**config.mk**
```make
export PLATFORM = sky130hd
export DESIGN_NAME = mem_access_unit
export DESIGN_NICKNAME = d
export VERILOG_FILES = /design/src/rtl/mem_access_unit_pkg.sv /design/src/rtl/mem_access_unit_load_align.sv /design/src/rtl/mem_access_unit.sv
export SDC_FILE = /design/constraint.sdc
export NUM_CORES = 1
export LEC_CHECK = 0
export CAP_MARGIN = 10
export CORE_ASPECT_RATIO = 1.5
export CORE_MARGIN = 3
export CORE_UTILIZATION = 35
export DETAILED_ROUTE_END_ITERATION = 8
export PLACE_DENSITY = 0.67
export SLEW_MARGIN = 20
export SYNTH_ARGS = -nofsm -noshare
export SYNTH_HDL_FRONTEND = slang
export SYNTH_SLANG_ARGS = --single-unit
export TNS_END_PERCENT = 5
```
**constraint.sdc**
```tcl
create_clock -name Clock -period 4.4 [get_ports Clock]
set_input_delay 0.88 -clock Clock [delete_from_list [all_inputs] [get_ports Clock]]
set_output_delay 0.88 -clock Clock [all_outputs]
set_load 0.05 [all_outputs]
```
**src/rtl/mem_access_unit_pkg.sv**
```systemverilog
// Shared RV32 load/store encodings, FSM states and store lane formatting
// for the memory-stage access unit and its load aligner.
package mem_access_unit_pkg;

    localparam logic [2:0] F3_B  = 3'b000;
    localparam logic [2:0] F3_H  = 3'b001;
    localparam logic [2:0] F3_W  = 3'b010;
    localparam logic [2:0] F3_BU = 3'b100;
    localparam logic [2:0] F3_HU = 3'b101;

    typedef enum logic [1:0] {
        IDLE = 2'd0,
        BUSY = 2'd1,
        RESP = 2'd2
    } mau_state_t;

    typedef struct packed {
        logic [3:0]  byte_en;
        logic [31:0] wdata;
    } store_fmt_t;

    function automatic logic is_access_fault(
        input logic       is_read,
        input logic [2:0] func3,
        input logic [1:0] addr_lo
    );
        logic fault;
        case (func3)
            F3_B:    fault = 1'b0;
            F3_H:    fault = addr_lo[0];
            F3_W:    fault = |addr_lo;
            // Unsigned size codes only exist for loads.
            F3_BU:   fault = !is_read;
            F3_HU:   fault = !is_read || addr_lo[0];
            default: fault = 1'b1;
        endcase
        return fault;
    endfunction

    function automatic store_fmt_t format_store(
        input logic [2:0]  func3,
        input logic [1:0]  addr_lo,
        input logic [31:0] data
    );
        store_fmt_t fmt;
        case (func3)
            F3_B: begin
                fmt.byte_en = 4'b0001 << addr_lo;
                fmt.wdata   = {4{data[7:0]}};
            end
            F3_H: begin
                fmt.byte_en = 4'b0011 << {addr_lo[1], 1'b0};
                fmt.wdata   = {2{data[15:0]}};
            end
            default: begin
                fmt.byte_en = 4'b1111;
                fmt.wdata   = data;
            end
        endcase
        return fmt;
    endfunction

endpackage

```
**src/rtl/mem_access_unit_load_align.sv**
```systemverilog
// Combinational load lane select and sign/zero extension; kept standalone so
// a load-forwarding path can reuse it.
module load_align
    import mem_access_unit_pkg::*;
(
    input  logic [2:0]  i_func3,
    input  logic [1:0]  i_offset,
    input  logic [31:0] i_rdata,
    output logic [31:0] o_data
);

    logic [7:0]  w_byte;
    logic [15:0] w_half;

    always_comb begin
        case (i_offset)
            2'd0:    w_byte = i_rdata[7:0];
            2'd1:    w_byte = i_rdata[15:8];
            2'd2:    w_byte = i_rdata[23:16];
            default: w_byte = i_rdata[31:24];
        endcase
        w_half = i_offset[1] ? i_rdata[31:16] : i_rdata[15:0];

        case (i_func3)
            F3_B:    o_data = {{24{w_byte[7]}}, w_byte};
            F3_BU:   o_data = {24'd0, w_byte};
            F3_H:    o_data = {{16{w_half[15]}}, w_half};
            F3_HU:   o_data = {16'd0, w_half};
            default: o_data = i_rdata;
        endcase
    end

endmodule

```
**src/rtl/mem_access_unit.sv**
```systemverilog
// Memory-stage load/store unit: turns EX/MEM requests into byte-enabled word
// accesses with a fixed-latency stall handshake and formats load results.
module mem_access_unit
    import mem_access_unit_pkg::*;
#(
    parameter int unsigned MEM_LATENCY = 2,
    parameter int unsigned CNT_W       = 4
) (
    input  logic        Clock,
    input  logic        Reset,
    input  logic        Req_valid,
    input  logic        Mem_read,
    input  logic        Mem_write,
    input  logic [2:0]  Func3,
    input  logic [31:0] Address,
    input  logic [31:0] Store_data,
    input  logic [4:0]  Rd_in,
    output logic        Dmem_read,
    output logic        Dmem_write,
    output logic [31:0] Dmem_addr,
    output logic [31:0] Dmem_wdata,
    output logic [3:0]  Dmem_byte_en,
    input  logic [31:0] Dmem_rdata,
    output logic        Stall,
    output logic        Load_valid,
    output logic [31:0] Load_data,
    output logic [4:0]  Rd_out,
    output logic        Access_fault
);

    mau_state_t       r_state;
    mau_state_t       w_state_next;
    logic [CNT_W-1:0] r_count;

    logic        r_dmem_read;
    logic        r_dmem_write;
    logic [31:0] r_dmem_addr;
    logic [31:0] r_dmem_wdata;
    logic [3:0]  r_dmem_byte_en;
    logic [1:0]  r_offset;
    logic [2:0]  r_func3;
    logic [4:0]  r_rd;
    logic        r_load_valid;
    logic [31:0] r_load_data;
    logic [4:0]  r_rd_out;
    logic        r_access_fault;

    logic        w_request;
    logic        w_is_read;
    logic        w_fault;
    logic        w_accept;
    logic        w_last;
    store_fmt_t  w_store;
    logic [31:0] w_aligned;

    // Read wins when both strobes are set.
    assign w_request = Req_valid && (Mem_read || Mem_write);
    assign w_is_read = Mem_read;
    assign w_fault   = is_access_fault(w_is_read, Func3, Address[1:0]);
    assign w_store   = format_store(Func3, Address[1:0], Store_data);

    load_align u_load_align (
        .i_func3  (r_func3),
        .i_offset (r_offset),
        .i_rdata  (Dmem_rdata),
        .o_data   (w_aligned)
    );

    always_ff @(posedge Clock or posedge Reset) begin
        if (Reset) begin
            r_state <= IDLE;
        end else begin
            // NOTE: non-blocking (<=) in clocked blocks so every register samples pre-edge values.
            r_state <= w_state_next;
        end
    end

    always_comb begin
        // NOTE: defaults first so no path through the case leaves a signal unassigned (no latch).
        w_state_next = r_state;
        Stall        = 1'b0;
        w_accept     = 1'b0;
        w_last       = 1'b0;
        case (r_state)
            IDLE: begin
                if (w_request && !w_fault) begin
                    w_accept     = 1'b1;
                    Stall        = 1'b1;
                    w_state_next = BUSY;
                end
            end
            BUSY: begin
                Stall = 1'b1;
                if (r_count == CNT_W'(1)) begin
                    w_last       = 1'b1;
                    w_state_next = RESP;
                end
            end
            RESP:    w_state_next = IDLE;
            default: w_state_next = IDLE;
        endcase
    end

    always_ff @(posedge Clock or posedge Reset) begin
        if (Reset) begin
            r_count <= '0;
        end else if (w_accept) begin
            r_count <= CNT_W'(MEM_LATENCY);
        end else if (r_state == BUSY) begin
            r_count <= r_count - CNT_W'(1);
        end
    end

    always_ff @(posedge Clock or posedge Reset) begin
        if (Reset) begin
            r_dmem_read    <= 1'b0;
            r_dmem_write   <= 1'b0;
            r_dmem_addr    <= '0;
            r_dmem_wdata   <= '0;
            r_dmem_byte_en <= '0;
            r_offset       <= '0;
            r_func3        <= '0;
            r_rd           <= '0;
            r_load_valid   <= 1'b0;
            r_load_data    <= '0;
            r_rd_out       <= '0;
            r_access_fault <= 1'b0;
        end else begin
            r_access_fault <= (r_state == IDLE) && w_request && w_fault;
            r_load_valid   <= 1'b0;

            if (w_accept) begin
                r_dmem_read    <= w_is_read;
                r_dmem_write   <= !w_is_read;
                r_dmem_addr    <= {Address[31:2], 2'b00};
                r_dmem_byte_en <= w_is_read ? 4'b1111 : w_store.byte_en;
                r_offset       <= Address[1:0];
                r_func3        <= Func3;
                r_rd           <= Rd_in;
                if (!w_is_read) begin
                    r_dmem_wdata <= w_store.wdata;
                end
            end

            // Read data is valid in the last latency cycle; register it for the RESP slot.
            if (w_last) begin
                r_dmem_read  <= 1'b0;
                r_dmem_write <= 1'b0;
                if (r_dmem_read) begin
                    r_load_valid <= 1'b1;
                    r_load_data  <= w_aligned;
                    r_rd_out     <= r_rd;
                end
            end
        end
    end

    assign Dmem_read    = r_dmem_read;
    assign Dmem_write   = r_dmem_write;
    assign Dmem_addr    = r_dmem_addr;
    assign Dmem_wdata   = r_dmem_wdata;
    assign Dmem_byte_en = r_dmem_byte_en;
    assign Load_valid   = r_load_valid;
    assign Load_data    = r_load_data;
    assign Rd_out       = r_rd_out;
    assign Access_fault = r_access_fault;

endmodule

```
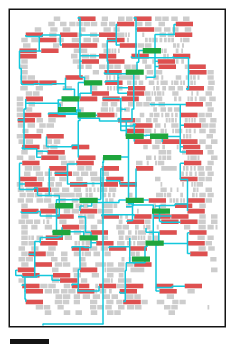
clock_wires.png
The bar under the picture is 20 um long.
[clock wires] cyan | length: 1,690 um
[flip-flops] red | count: 123
[clock-net drivers] green | count: 17
flops lie	widely spread
final clock skew: 0.008763 ns
Clock Power: 1.37 mW
clock share of power: 0.196
Clock Latency Late Sink: 0.41 ns

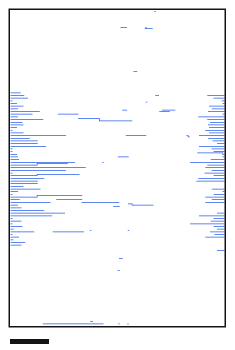
m3.png
The bar under the picture is 20 um long.
wire length on this layer	1,160 um
share of all routed wire	7.4%
main direction	horizontal
nets with wire on the layer	121
met3 Resource Use GR: 0.06192
routed vias: 4,406

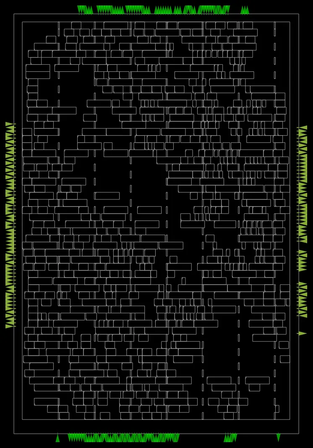
placed.png
Layout Cells excl Fill: 905
Std-Cell Rows: 56
core area: 0.01563 mm2
Tapcells: 203
final core occ: 0.5474

==> impl_metrics.ini <==
; generated from flow reports
[final_timing]
period_used_share = 0.7728
finalHoldViolations = 0
setup_tns_ns = 0
rsz0062_at_grt = false
slew_violations = 0
fin_ws_ns = 0.9996
period_needed_ns = 3.400
setup_violations = 0
hold_slack_ns = 0.4669
slew_headroom = 0.2879
max_clock_freq_mhz = 294.1

[synth]
yosys.stat.seqShare = 0.5502
synthArstFlopShare = 1.000
syn_avg_cell_area_um2 = 11.80
ys_sh_simple = 0.08745
ys_sh_adder = 0.004473
synth_flops = 123
syn_inst = 474
flop_cell = dfrtp_1
aoi_share = 0.09260
ys_cells = 474
mux_share = 0.2243
yosysChipArea_mm2 = 0.005594
synth_area_mm2 = 0.005594
synth_cell_type_count = 42
ys_sh_xor = 0.003131
edf_count = 0

[global_routing]
busiest_layer = met2
grt_overflow_total = 0
grtUsageMet1 = 0.1890
first_global_vias = 4675
grt_util_all_layers = 0.1806
grt_max_degree = 74
use_met2 = 0.3210
grt_pass1_wl_um = 24360
antenna_found_initial = 0

[finish]
n_antenna_cell = 0
layout-drive-gt1-share = 0.1681
area_growth_pct = 52.90
lay_top_count = clkdlybuf4s50_1
final_area_mm2 = 0.008553
most-common-layout-cells = clkdlybuf4s50_1 (215), dfrtp_1 (123), mux2_2 (69), nand2_1 (43)
nNetsFinal = 800
n_fill_cell = 1368

[die]
die_h_um = 160.8
io_pins = 219
die-width_um = 109.2
fp.dieArea_mm2 = 0.01757
fp-utilization = 0.3580

[clock_network]
cts_max_path_buffers = 2
cts_resized = 0
root_buffer = clkbuf_16
clkTransAtPathRegs_ns = 0.06
cts_made_buffers = 17
h-tree-depth = 4
post-cts-setup-buffers = 0
cts.sinks = 123

[setup_path]
r2r-start = r_count[1]
start_kind = input pin
worstPathMaxFanout = 7
rrSetupSlack_ns = 2.08
worstPathRequired_ns = 3.52
cp.arrival_ns = 2.52
reg2regPathDepth = 8
critPathKind = input pin to output port
timing.rr.end = Load_data[26]

[route]
viasPerCell = 4.869
finalWirelength_um = 15650
drc_errors = 0
ant_nets = 0
drt-initial-drc-count = 192
wl_per_cell_um = 17.29
first_pass_iters = 7

[place]
gp_congestion = 0.7884
pre_cts_ws_ns = 1.004
placed_area_mm2 = 0.007965
dpl.cell_count = 873

[min_path]
min_to = Rd_out[0]
hp-class = flip-flop to flip-flop
min-delay-start = r_rd[0]

[flow_run]
tool_warnings = 27
maxCapViolations = 0

[power_and_ir_drop]
p_per_area_mw_per_mm2 = 817.6
peakVddDrop_mv = 0.5251
p_leak_nw = 3.665

[status]
status = finished, final reports clean
==> per-stage QoR <==
| step | total power [mW] | utilization |
|---|---|---|
| after floorplan | 4.355 | - |
| after global placement | 5.597 | 0.5098 |
| after detailed placement | 5.668 | 0.5098 |
| after CTS | 7.075 | 0.5474 |
| after global routing | 7.337 | 0.5474 |
| final | 6.993 | 0.5474 |
==> worst max-delay path, stage by stage <==
cell             delay (ns)
clkdlybuf4s50_1        0.47
nor3b_1                0.28
o21ai_1                0.27
o21ai_0                0.42
buf_12                 0.19
==> worst max path at each step <==
stage | start | to | depth (start not counted) | slack, ns
floorplan | Reset | Access_fault | 1 | 0.25
global placement | Func3[0] | Stall | 5 | 1.04
detailed placement | Func3[0] | Stall | 5 | 1.00
CTS | Req_valid | Stall | 5 | 0.97
global route | Req_valid | Stall | 5 | 0.90
finish | Req_valid | Stall | 5 | 1.0
==> power by group <==
part,total [mW],internal (mW),switching (mW)
sequential,2.01,1.64,0.366
combinational,3.61,1.32,2.29
clock,1.37,0.851,0.519
==> state kept, by name (all words and copies together) (netlist names) <==
| signal | flops |
|---|---|
| r_func3 | 3 |
| Dmem_wdata | 32 |
| Load_data | 32 |
| Dmem_addr | 30 |
| r_rd | 5 |
| Access_fault | 1 |
| r_state | 2 |
| Rd_out | 5 |
| Load_valid | 1 |
| Dmem_write | 1 |
| r_count | 4 |
| Dmem_read | 1 |
| r_offset | 2 |
| Dmem_byte_en | 4 |
==> cells in the mapped netlist (2+ instances only) <==
| cell | count | share of area |
|---|---|---|
| a211o_1 | 3 | 0.0047 |
| a21o_1 | 13 | 0.017 |
| a21oi_1 | 40 | 0.036 |
| a221oi_1 | 8 | 0.013 |
| buf_2 | 10 | 0.0089 |
| buf_4 | 2 | 0.0027 |
| buf_6 | 3 | 0.0060 |
| clkbuf_1 | 13 | 0.0087 |
| dfrtp_1 | 123 | 0.55 |
| ha_1 | 2 | 0.0045 |
| inv_1 | 15 | 0.010 |
| mux2_1 | 28 | 0.056 |
| mux2_2 | 69 | 0.14 |
| mux2i_1 | 14 | 0.025 |
| nand2_1 | 43 | 0.029 |
| nand2b_1 | 6 | 0.0067 |
| nand3_1 | 5 | 0.0045 |
| nor2_1 | 41 | 0.028 |
| nor2b_1 | 3 | 0.0034 |
| nor3_1 | 3 | 0.0027 |
| nor3b_1 | 2 | 0.0027 |
| o21a_1 | 2 | 0.0027 |
| o21ai_0 | 6 | 0.0054 |
| o22ai_1 | 2 | 0.0022 |
==> area by class of cell <==
| class | instances | area [um2] | area share |
|---|---|---|---|
| tap | 203 | 254.0 | 0.02970 |
| clock inverter | 13 | 145.1 | 0.01697 |
| sequential | 123 | 3078 | 0.3599 |
| multi-input combinational | 308 | 2330 | 0.2724 |
| timing repair buffer | 224 | 2245 | 0.2624 |
| clock buffer | 19 | 442.9 | 0.05178 |
| inverter | 15 | 58.81 | 0.006875 |
==> per-layer routing <==
| metal | share of wire | routed length (um) |
|---|---|---|
| met3 | 0.074 | 1160 |
| met1 | 0.37 | 5736 |
| met2 | 0.53 | 8338 |
| met5 | 0 | 0 |
| met4 | 0.026 | 413 |
Power and IR drop assume default switching activity.
